`config.mk`:
```
export PLATFORM = sky130hd
export DESIGN_NAME = fetch_unit
export DESIGN_NICKNAME = d
export VERILOG_FILES = /design/src/rtl/fetch_unit.sv
export SDC_FILE = /design/constraint.sdc
export NUM_CORES = 1
export LEC_CHECK = 0
export CAP_MARGIN = 20
export CORE_UTILIZATION = 45
export CTS_CLUSTER_DIAMETER = 80
export DETAILED_ROUTE_END_ITERATION = 16
export PLACE_DENSITY_LB_ADDON = 0.12
export REMOVE_ABC_BUFFERS = 1
export SKIP_CTS_REPAIR_TIMING = 1
export SLEW_MARGIN = 10
export SYNTH_ARGS = -nofsm -noshare
export SYNTH_HDL_FRONTEND = slang
export SYNTH_SLANG_ARGS = --single-unit
export TNS_END_PERCENT = 100
```
`constraint.sdc`:
```
create_clock -name clk -period 3.15 [get_ports clk]
set_clock_uncertainty 0.15 [all_clocks]
set_input_delay 0.4725 -clock clk [delete_from_list [all_inputs] [get_ports clk]]
set_output_delay 0.4725 -clock clk [all_outputs]
set_load 0.01 [all_outputs]
```
`src/rtl/fetch_unit.sv`:
```
// Instruction fetch and PC sequencing: one imem read per FETCH entry, and a
// next-PC update per WRITE entry with misaligned-target detection.
module fetch_unit #(
    parameter int unsigned     XLEN     = 32,
    parameter logic [XLEN-1:0] RESET_PC = '0
) (
    input  logic            clk,
    input  logic            rst,
    input  logic [2:0]      state,
    input  logic            branch_uc,
    input  logic            branch_c,
    input  logic            branch_relative,
    input  logic            branch_taken,
    input  logic [XLEN-1:0] imm,
    input  logic [XLEN-1:0] alu_result,
    output logic            imem_req,
    output logic [XLEN-1:0] imem_addr,
    input  logic            imem_ack,
    input  logic [XLEN-1:0] imem_rdata,
    output logic [XLEN-1:0] instr_raw,
    output logic [XLEN-1:0] pc,
    output logic [XLEN-1:0] pc_plus4,
    output logic            fetch_done,
    output logic            fault
);

    typedef enum logic [1:0] {StIdle, StReq, StDone, StHalt} fsm_e;

    localparam logic [2:0] PhaseFetch = 3'd0;
    localparam logic [2:0] PhaseWrite = 3'd4;

    fsm_e            fsm_q;
    logic [2:0]      prev_state_q;
    logic [XLEN-1:0] pc_q;
    logic [XLEN-1:0] pc_d;
    logic [XLEN-1:0] addr_q;
    logic [XLEN-1:0] instr_q;
    logic            req_q;
    logic            done_q;
    logic            fault_q;
    logic            fetch_entry;
    logic            write_entry;
    logic            misaligned;

    assign fetch_entry = (state == PhaseFetch) && (prev_state_q != PhaseFetch);
    assign write_entry = (state == PhaseWrite) && (prev_state_q != PhaseWrite);

    always_comb begin
        pc_d = pc_q + XLEN'(32'd4);
        if (branch_uc && !branch_relative) begin
            pc_d = {alu_result[XLEN-1:1], 1'b0};
        end else if (branch_uc || (branch_c && branch_taken)) begin
            pc_d = pc_q + imm;
        end
    end

    assign misaligned = (pc_d[1:0] != 2'b00);

    always_ff @(posedge clk) begin
        if (rst) begin
            fsm_q        <= StIdle;
            prev_state_q <= 3'd7;
            pc_q         <= RESET_PC;
            addr_q       <= RESET_PC;
            instr_q      <= '0;
            req_q        <= 1'b0;
            done_q       <= 1'b0;
            fault_q      <= 1'b0;
        end else begin
            prev_state_q <= state;
            done_q       <= 1'b0;
            case (fsm_q)
                StIdle: begin
                    if (fetch_entry && !fault_q) begin
                        fsm_q  <= StReq;
                        req_q  <= 1'b1;
                        addr_q <= pc_q;
                    end
                end
                StReq: begin
                    if (imem_ack) begin
                        instr_q <= imem_rdata;
                        req_q   <= 1'b0;
                        done_q  <= 1'b1;
                        fsm_q   <= StDone;
                    end
                end
                StDone:  fsm_q <= StIdle;
                StHalt:  fsm_q <= StHalt;
                default: fsm_q <= StIdle;
            endcase
            // A fault overrides any fetch activity decided above on the same edge.
            if (write_entry && (fsm_q != StHalt)) begin
                if (misaligned) begin
                    fault_q <= 1'b1;
                    fsm_q   <= StHalt;
                    req_q   <= 1'b0;
                    done_q  <= 1'b0;
                end else begin
                    pc_q <= pc_d;
                end
            end
        end
    end

    assign imem_req   = req_q;
    assign imem_addr  = addr_q;
    assign instr_raw  = instr_q;
    assign pc         = pc_q;
    assign pc_plus4   = pc_q + XLEN'(32'd4);
    assign fetch_done = done_q;
    assign fault      = fault_q;

endmodule
```
Figure 1. Logic cells by family (run 1).
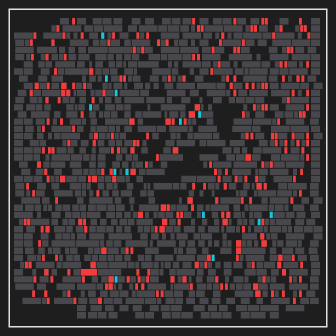
[cyan] inv cells | cells: 13
[red] nand cells | cells: 248 | where: all over the die
logic share of the area: 41.5%
Top cell excl fill/tap: clkdlybuf4s50_1

Figure 2. Signal wires on met1 (run 1).
Supply wires on this layer in grey.
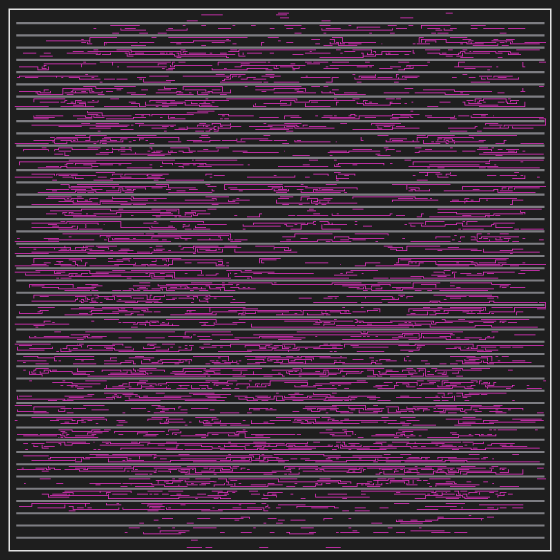
longest straight run: 35.0 microns
wire length on this layer: 9330 microns
nets with wire on the layer: 1124
main direction: horizontal
via count: 7297
grt met1 use: 38.1%

Figure 3. Register map, names as in the netlist (run 1).
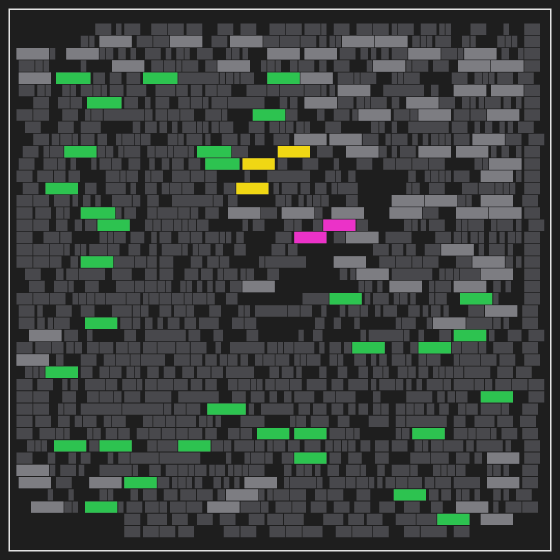
[magenta] `fsm_q` | placed flops: 2
[green] `pc` | placed flops: 32 | where: all over the die
[yellow] `prev_state_q` | placed flops: 3
not coloured: 67
Finished Core Util: 74.2%
Seq group: 0.00137 W
fraction of area in registers: 21.0%

==> flow_metrics.tcl, run 1 <==
# yosys + openroad results
set metrics [dict create \
    edf_count 0 \
    place_area_sq_um 9400 \
    buffers 334 \
    intPower_w 0.00226 \
    ys_sh_adder_pct 6.72 \
    nonClkBufAreaFrac_pct 31.7 \
    tool_warnings 27 \
    ys.flop_type "dfxtp_1" \
    syn_area_sq_um 6250 \
    place_congestion 0.949 \
    die_y_microns 120 \
    worstHoldPathCells 2 \
    drc 0 \
    clockPowerShare_pct 35.8 \
    path_clk_slew_ns 0.08 \
    vdd_drop_max_mv 0.248 \
    busiest_layer "met2" \
    xor_share_pct 6.72 \
    grt_use_met2_pct 51.6 \
    slew_headroom_pct 58.0 \
    fin_crit_ns 3.10 \
    grtUsageMet3_pct 5.47 \
    drive_gt1_share_pct 15.0 \
    cpPeakStageDelay_ns 0.57 \
    inverters 13 \
    fp.coreArea_sq_um 13400 \
    path_buffers 1 \
    worstPathRequired_ns 2.53 \
    cts_tree "yes" \
    cts_num_sinks 104 \
    ys.warnings.count 0 \
    diodes 0 \
    fmax_ghz 0.323 \
    synthCells 830 \
    path_class "flip-flop to output pin" \
    numSynthFlops 104 \
    fin_nets 1264 \
    hold_end "instr_raw[15]$_SDFFE_PP0P_" \
    fill_cells 1072 \
    clkbuf_count 9 \
    min_from "instr_raw[15]$_SDFFE_PP0P_" \
    worstSkewPairLatency_ns 0.36 \
    fin_cells 1306 \
    met2_length_microns 10800 \
    place_hpwl_microns 16500 \
    ant_nets 0 \
    min_path_type "flip-flop to flip-flop" \
    fin_area_sq_um 9950 \
    groute.usage.overall_pct 30.6 \
    num-multi-input-gates 663 \
    setup_ws_ns 0.0512 \
    worst_pin_slew_ns 0.629 \
    hold_viol_final 0 \
    dp_worst_setup_slack_ns -0.339 \
    chipArea_sq_um 14400 \
    powerDensity_nw_per_um2 322 \
    dr.pass1.iters 5 \
    die_x_microns 120 \
    synth.logic.top_family "AND-OR/OR-AND gates" \
    grt_pass1_wl_microns 34500 \
    seq_cell_count 104 \
    grt_max_degree 56 \
    worstSetupEndpointType "output pin" \
    wl_microns 22500 \
    worstPathArrival_ns 2.48 \
    wl_met1_microns 9330 \
    pin_count 237 \
    cap_violations 0 \
    synthMuxAreaShare_pct 0.160 \
    hold_slack_ns 0.304 \
    cts_max_path_buffers 2 \
    lay_top_cells "223 x clkdlybuf4s50_1, 200 x nand2_1, 109 x a21oi_1, 97 x dfxtp_1, 97 x buf_4" \
    ys_types 66 \
    r2r_end "pc[21]$_SDFFE_PP0P_" \
    syn_area_per_cell_sq_um 7.53 \
    tap_cells 176 \
    synth_simple_gate_area_share_pct 24.1 \
    pwr-share-comb_pct 21.5 \
    rows 42 \
    switchingPower_w 0.000948 \
    mi_logic_area_sq_um 4130 \
    vias_per_cell 5.59 \
    cp_slowest_cell "clkdlybuf4s50_1" \
    fin_crit_sh_pct 98.4 \
    ff2ff_path_depth 11 \
    r2r_slack_ns 0.20 \
    clock_cell_area_share_pct 3.01 \
    ys_seq_share_pct 33.3 \
    rsz0062_at_grt "true" \
    fp_util_pct 46.7 \
    cp_cell_sequence "nand4_1 > nor3_2 > nand2_1 > nor2_4 > nand3_1 > xnor2_2 > clkdlybuf4s50_1" \
    portBuffers 235 \
    drt-initial-drc-count 561 \
    top_area_cell_class "multi-input combinational cells" \
    leakage_nw 3.98 \
    aoi_share_pct 24.9 \
    status "completed" \
    grt_pass1_vias 6835 \
    ys_cells 830 \
    p_seq_share_pct 42.7 \
    wire_per_inst_microns 17.2 \
    finalMaxSlewViolations 0 \
    cts_buffers 9 \
    wl_met3_microns 1700 \
    setup_viol 0 \
    tns_ns 0 \
    crit_fanout 8 \
    cts-root-buf "clkbuf_16" \
    globalRouteOverflowTotal 0 \
    total_power_w 0.00321 \
    top_layer "met4" \
    p_sw_share_pct 29.6 \
    async_reset_ff_share_pct 0 \
    place_inst 1286 \
    area_growth_pct 59.1 \
    cts_max_level 3 \
    ys_area_sq_um 6250 \
    register_area_sq_um 2090 \
]
==> run 1: power groups by stage <==
stage                     clock [W]  sequential (W)  combinational [W]
after floorplan                   0         0.00141           0.000266
final                       0.00115         0.00137           0.000690
after global placement            0         0.00140           0.000659
after global routing        0.00121         0.00137           0.000743
after detailed placement          0         0.00140           0.000664
after CTS                   0.00116         0.00137           0.000671
==> run 1: worst max-delay path by stage <==
stage,end,startpoint,cells past startpoint
2_1_floorplan,pc[25]$_SDFFE_PP0P_,branch_c,9
3_3_place_gp,pc[22]$_SDFFE_PP0P_,imm[0],13
3_5_place_dp,pc[22]$_SDFFE_PP0P_,imm[0],13
4_1_cts,pc_plus4[30],pc[2]$_SDFFE_PP0P_,8
5_1_grt,pc_plus4[27],pc[16]$_SDFFE_PP0P_,7
6_report,pc_plus4[27],pc[16]$_SDFFE_PP0P_,7
==> run 1: cells in the mapped netlist (all sizes together), types with 5 or more instances <==
| cell | n | area share (%) |
|---|---|---|
| o211ai | 25 | 3.0 |
| nor2b | 7 | 0.70 |
| and3 | 10 | 1.0 |
| nand2 | 200 | 12 |
| ha | 32 | 6.4 |
| a21o | 14 | 1.7 |
| a211oi | 7 | 0.92 |
| nor2 | 36 | 2.2 |
| dfxtp | 104 | 33 |
| xnor2 | 29 | 4.1 |
| clkbuf | 43 | 2.6 |
| o221ai | 5 | 0.70 |
| o21ai | 35 | 2.9 |
| inv | 13 | 0.78 |
| nand4 | 15 | 1.5 |
| nand3 | 23 | 1.8 |
| nand2b | 9 | 0.90 |
| a21oi | 114 | 9.1 |
| and2 | 7 | 0.70 |
| xor2 | 19 | 2.7 |
| a31oi | 9 | 1.4 |
| nor3 | 12 | 1.1 |
| buf | 7 | 0.74 |
## Run 2: what changed since run 1
--- a/config.mk
+++ b/config.mk
@@ -6,6 +6,7 @@
 export NUM_CORES = 1
 export LEC_CHECK = 0
 export CAP_MARGIN = 20
+export CORE_MARGIN = 1.5
 export CORE_UTILIZATION = 45
 export CTS_CLUSTER_DIAMETER = 80
 export DETAILED_ROUTE_END_ITERATION = 16
==> flow_metrics.tcl, run 2 <==
# yosys + openroad results
set metrics [dict create \
    path_buffers 1 \
    mi_logic_area_sq_um 4100 \
    tool_warnings 26 \
    syn_area_sq_um 6250 \
    setup_viol 0 \
    edf_count 0 \
    fin_util_pct 73.3 \
    leakage_nw 3.90 \
    synthMuxAreaShare_pct 0.160 \
    dr.pass1.iters 5 \
    drive_gt1_share_pct 14.1 \
    ys_cells 830 \
    synth.top_cell.area_share_pct 33.3 \
    place_area_sq_um 9310 \
    worstSetupEndpointType "output pin" \
    die_y_microns 121 \
    worstPathArrival_ns 2.44 \
    synth_simple_gate_area_share_pct 24.1 \
    fp.coreArea_sq_um 13400 \
    intPower_w 0.00232 \
    yosys.area.top_type "dfxtp_1" \
    num-multi-input-gates 663 \
    ant_nets 0 \
    cts_max_level 3 \
    globalRouteOverflowTotal 0 \
    vias_per_cell 5.58 \
    setup_ws_ns 0.0916 \
    p_seq_share_pct 42.3 \
    async_reset_ff_share_pct 0 \
    place_hpwl_microns 16300 \
    cp-start-kind "flip-flop" \
    ys_types 66 \
    crit_fanout 4 \
    fp_util_pct 46.7 \
    cp_cell_sequence "and4_2 > and3_4 > nand3_4 > nor2_4 > nand3_1 > xnor2_2 > clkdlybuf4s50_1" \
    clock_cell_area_share_pct 3.20 \
    cp_slowest_cell "clkdlybuf4s50_1" \
    worst_pin_slew_ns 1.07 \
    pwr-share-comb_pct 20.8 \
    place_inst 1277 \
    vias 7231 \
    place_congestion 0.953 \
    sh_seq_area_pct 21.3 \
    powerDensity_nw_per_um2 330 \
    xor_share_pct 6.72 \
    area_growth_pct 57.0 \
    vdd_drop_max_mv 0.216 \
    yosysMostFrequentCell "nand2_1" \
    cts_max_path_buffers 2 \
    drc 0 \
    final_common_cell "clkdlybuf4s50_1" \
    slew_headroom_pct 28.6 \
    finalMaxSlewViolations 0 \
    die_x_microns 121 \
    cap_violations 0 \
    cpPeakStageDelay_ns 0.56 \
    p_sw_share_pct 28.3 \
    numSynthFlops 104 \
    hold_viol_final 0 \
    worstPathRequired_ns 2.53 \
    grt_max_degree 72 \
    switchingPower_w 0.000918 \
    fin_area_sq_um 9820 \
    groute.usage.overall_pct 29.6 \
    cts_tree "yes" \
    ys.warnings.count 0 \
    ys_seq_share_pct 33.3 \
    chipArea_sq_um 14600 \
    grt_pass1_vias 6665 \
    grt_pass1_wl_microns 34000 \
    synth.logic.top_family "AND-OR/OR-AND gates" \
    cts-root-buf "clkbuf_16" \
    fill_cells 1081 \
    synthCells 830 \
    drt-initial-drc-count 504 \
    fin_nets 1254 \
    common_cells "200 x nand2_1, 114 x a21oi_1, 104 x dfxtp_1, 43 x clkbuf_1, 35 x nor2_1" \
    min_path_type "flip-flop to flip-flop" \
    aoi_share_pct 24.9 \
    path_class "flip-flop to output pin" \
    fin_cells 1296 \
    rows 42 \
    ys.flop_type "dfxtp_1" \
    status "completed" \
    wire_per_inst_microns 17.2 \
    comb-cell-share_pct 41.7 \
    tap_cells 176 \
    ys_sh_adder_pct 6.72 \
    syn_area_per_cell_sq_um 7.53 \
    antenna_found_initial 0 \
    fmax_ghz 0.327 \
    ys_area_sq_um 6250 \
    lay_top_cells "226 x clkdlybuf4s50_1, 198 x nand2_1, 112 x a21oi_1, 98 x dfxtp_1, 89 x buf_4" \
    buffers 324 \
    fin_crit_ns 3.06 \
    inverters 13 \
    portBuffers 235 \
    pin_count 237 \
    diodes 0 \
    top_area_cell_class "multi-input combinational cells" \
    dp_worst_setup_slack_ns -0.320 \
    area_leaders "dfxtp_1 33%, nand2_1 12%, a21oi_1 9.1%, ha_1 6.4%, xnor2_1 4.1%" \
    clockPowerShare_pct 36.9 \
]
-- run 2: cell counts after synthesis --
Identical to the previous run, type by type.
-- run 2: worst paths after layout --
path	from	cells after the start	endpoint	slack, ns
worst max register to register	pc[12]$_SDFFE_PP0P_	11	pc[21]$_SDFFE_PP0P_	0.25
worst max-delay path	pc[11]$_SDFFE_PP0P_	7	pc_plus4[31]	0.09
worst min register to register	imem_addr[16]$_SDFFE_PP0P_	2	imem_addr[16]$_SDFFE_PP0P_	0.30
worst min-delay path	imem_addr[16]$_SDFFE_PP0P_	2	imem_addr[16]$_SDFFE_PP0P_	0.30
-- run 2: power groups by stage --
stage | logic, W | clock network, W | registers, W
after floorplan | 0.000266 | 0 | 0.00141
after global placement | 0.000652 | 0 | 0.00140
after detailed placement | 0.000657 | 0 | 0.00140
after CTS | 0.000663 | 0.00121 | 0.00137
after global routing | 0.000724 | 0.00126 | 0.00137
final | 0.000674 | 0.00120 | 0.00137
-- run 2: stage by stage --
step | hold WS [ns] | TNS [ns] | total power, W
after global placement | 0.291 | -3.34 | 0.00205
after CTS | 0.307 | -3.78 | 0.00325
after detailed placement | 0.296 | -3.93 | 0.00206
final | 0.304 | 0 | 0.00324
after floorplan | 0.324 | -10.89 | 0.00168
after global routing | 0.324 | -0.0514 | 0.00336
-- run 2: cell families after synthesis --
family / count (synthesis)
compound gates: 244
fa+ha+maj: 33
xor+xnor: 48
mux: 1
simple gates: 337
flops: 104
buf+inv: 63
-- run 2: per-layer routing --
metal,global-route usage [%],up-vias,share of wire [%]
met1,37.5,3344,42
li1,-,3518,-
met3,4.32,47,7.6
met2,50.1,322,48
met5,0,-,0
met4,12.9,0,2.9
Figure 4. Signal wires on met1 (run 2).
Supply wires on this layer in grey.
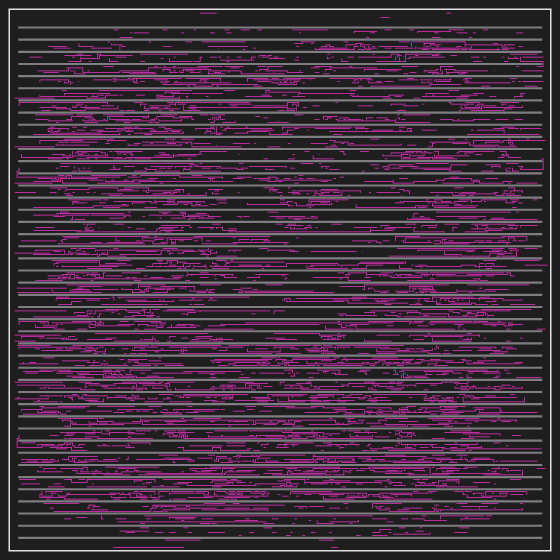
wire length on this layer: 9290 microns
main direction: horizontal
longest straight run: 51.1 microns
nets with wire on the layer: 1120
share of all routed wire: 42%
DRT Wirelength: 22200 microns
grt met1 use: 37.5%

Figure 5. Clock routing (run 2).
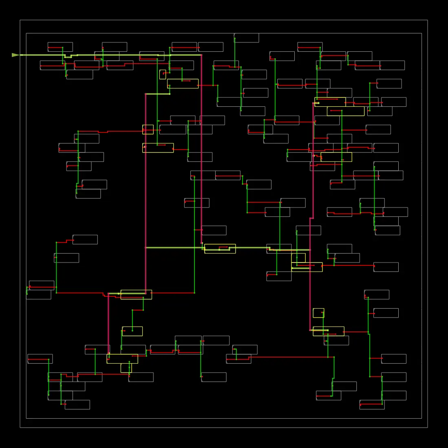
Clock Sinks: 104
clock buffers: 9
Seq cells: 104
CTS buffer count: 9
Clock Latency Late Sink: 0.36 ns

Figure 6. PDN straps and rails (run 2).
Pins as bars on the die edge.
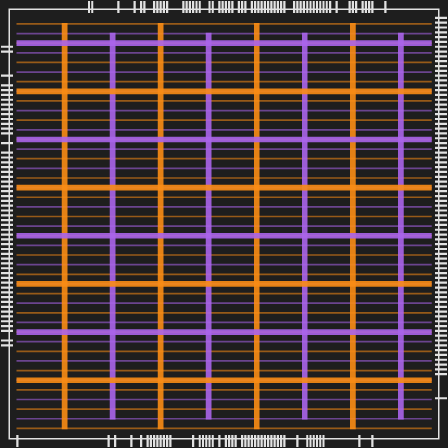

## Run 3: what changed since run 2
--- a/config.mk
+++ b/config.mk
@@ -6,6 +6,7 @@
 export NUM_CORES = 1
 export LEC_CHECK = 0
 export CAP_MARGIN = 20
+export CORE_ASPECT_RATIO = 1.4
 export CORE_MARGIN = 1.5
 export CORE_UTILIZATION = 45
 export CTS_CLUSTER_DIAMETER = 80
Figure 7. PDN straps and rails (run 3).
Pins as bars on the die edge.
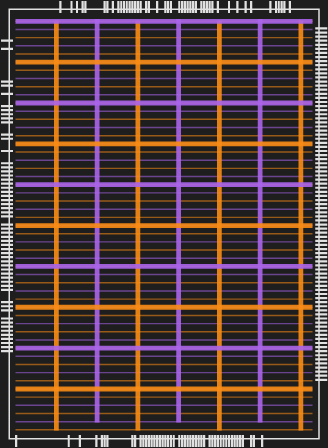
[purple] VDD
[orange] VSS
met4 straps: 7
met1 rails: 51
Die X: 103 microns
chip height: 142 microns
Core Area: 13500 sq um

Figure 8. Logic cells by family (run 3).
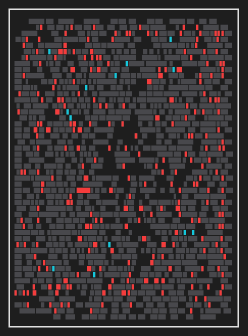
[cyan] inv cells | cells: 13
[red] nand cells | cells: 248 | where: all over the die
logic share of the area: 41.8%
Post-Layout Cell Count: 1306

==> flow_metrics.tcl, run 3 <==
# yosys + openroad results
set metrics [dict create \
    area_growth_pct 58.4 \
    vdd_drop_max_mv 0.240 \
    cp_slowest_cell "clkdlybuf4s50_1" \
    ys_area_sq_um 6250 \
    vias_per_cell 5.47 \
    r2r_slack_ns 0.17 \
    cts_buffers 9 \
    min_from "imem_addr[21]$_SDFFE_PP0P_" \
    path_class "primary input to flip-flop" \
    use_met1_pct 34.1 \
    grt_max_degree 43 \
    tool_warnings 26 \
    r2r_end "pc[22]$_SDFFE_PP0P_" \
    synthCells 830 \
    grt_pass1_wl_microns 34400 \
    numSynthFlops 104 \
    ys_cells 830 \
    fp_util_pct 46.5 \
    ys_seq_share_pct 33.3 \
    async_reset_ff_share_pct 0 \
    hold_end "imem_addr[21]$_SDFFE_PP0P_" \
    top_layer "met4" \
    status "completed" \
    dr.pass1.iters 5 \
    worstHoldPathCells 2 \
    powerDensity_nw_per_um2 326 \
    cap_violations 0 \
    ys.flop_type "dfxtp_1" \
    r2r_start "pc[17]$_SDFFE_PP0P_" \
    path_clk_slew_ns 0.08 \
    wl_met1_microns 8870 \
    wl_met3_microns 1570 \
    cts_max_path_buffers 2 \
    ys_types 66 \
    cp-startpoint "imm[4]" \
    groute.usage.overall_pct 30.5 \
    slew_headroom_pct 35.5 \
    crit_fanout 4 \
    grt_use_met2_pct 55.3 \
    syn_area_sq_um 6250 \
    setup_ws_ns 0.0670 \
    cp_cell_sequence "clkdlybuf4s50_1 > ha_4 > a21oi_1 > and2_4 > a211oi_1 > buf_4 > or3b_4 > o22a_4 > xnor2_1 > nor2_1 > a2111oi_2 > nor4_1" \
    finalMaxSlewViolations 0 \
    drc 0 \
    busiest_layer "met2" \
    yosys.area.top_type "dfxtp_1" \
    worstSkewPairLatency_ns 0.37 \
    hold_viol_final 0 \
    timing.critical_path.to "pc[21]$_SDFFE_PP0P_" \
    place_hpwl_microns 17100 \
    cpPeakStageDelay_ns 0.54 \
    antenna_found_initial 0 \
    fmax_ghz 0.324 \
    area_leaders "dfxtp_1 33%, nand2_1 12%, a21oi_1 9.1%, ha_1 6.4%, xnor2_1 4.1%" \
    chipArea_sq_um 14600 \
    fin_nets 1258 \
    globalRouteOverflowTotal 0 \
    wl_microns 23000 \
    worst_pin_slew_ns 0.964 \
    leakage_nw 4.00 \
    pin_count 237 \
    tns_ns 0 \
    syn_area_per_cell_sq_um 7.53 \
    ant_nets 0 \
    yosysMostFrequentCell "nand2_1" \
    rows 50 \
    met2_length_microns 11700 \
    vias 7139 \
    cts-root-buf "clkbuf_16" \
    worstPathRequired_ns 3.23 \
    grtUsageMet3_pct 4.96 \
    portBuffers 235 \
    grt_pass1_vias 7003 \
    fin_crit_ns 3.08 \
    setup_viol 0 \
    ys.warnings.count 0 \
    dp_worst_setup_slack_ns -0.353 \
    drt-initial-drc-count 343 \
    worstSetupEndpointType "flip-flop" \
    drive_gt1_share_pct 14.5 \
    ff2ff_path_depth 12 \
    fin_crit_sh_pct 97.9 \
    worstPathArrival_ns 3.17 \
    edf_count 0 \
    cts_tree "yes" \
    synth.top_cell.area_share_pct 33.3 \
    lay_top_cells "219 x clkdlybuf4s50_1, 200 x nand2_1, 111 x a21oi_1, 96 x dfxtp_1, 94 x buf_4" \
    cp-start-kind "primary input" \
    common_cells "200 x nand2_1, 114 x a21oi_1, 104 x dfxtp_1, 43 x clkbuf_1, 35 x nor2_1" \
    place_congestion 0.975 \
    cts_num_sinks 104 \
    wire_per_inst_microns 17.6 \
    min_path_type "flip-flop to flip-flop" \
    final_common_cell "clkdlybuf4s50_1" \
    cts_max_level 3 \
    diodes 0 \
]
## run 3: cell type report
class / count / area (sq um)
clock buffer: 9 / 225
clock inverter: 7 / 86.3
fill: 1087 / 3550
inverter: 13 / 48.8
multi-input combinational: 663 / 4140
sequential: 104 / 2090
tap: 182 / 228
timing repair buffer: 328 / 3090
## run 3: cells by family (layout without fill, tap and decap cells)
family                   count (synthesis)  after routing  share of synthesized area [%]
AND-OR/OR-AND                          244            244                           24.9
flip-flops                             104            104                           33.3
XOR/XNOR                                48             48                           6.72
buffers and inverters                   63            357                           4.10
adder cells (fa/ha/maj)                 33             33                           6.72
multiplexers                             1              1                          0.160
AND/OR/NAND/NOR                        337            337                           24.1
## run 3: metrics by stage
stage / util (%) / hold WS, ns / cells / total power, W / cell area (sq um)
6_report: 73.6 / 0.304 / 1306 / 0.00323 / 9900
5_1_grt: 73.6 / 0.322 / 1306 / 0.00334 / 9900
4_1_cts: 71.7 / 0.306 / 1302 / 0.00323 / 9640
3_5_place_dp: 69.3 / 0.296 / 1286 / 0.00206 / 9330
3_3_place_gp: 69.3 / 0.291 / 1286 / 0.00206 / 9330
2_1_floorplan: - / 0.324 / 780 / 0.00168 / 6050
## run 3: worst max-delay path, delay by kind of cell
| kind | cells | cell delay, ns |
|---|---|---|
| xor+xnor | 1 | 0.13 |
| fa+ha+maj | 1 | 0.24 |
| compound gates | 4 | 0.86 |
| simple gates | 4 | 0.78 |
| buf+inv | 2 | 0.68 |
## run 3: where the power goes
| part | internal (W) | switching, W |
|---|---|---|
| clock network | 0.000573 | 0.000606 |
| registers | 0.00134 | 0.0000270 |
| logic | 0.000350 | 0.000334 |
| total | 0.00227 | 0.000967 |
Power and IR drop assume default switching activity.
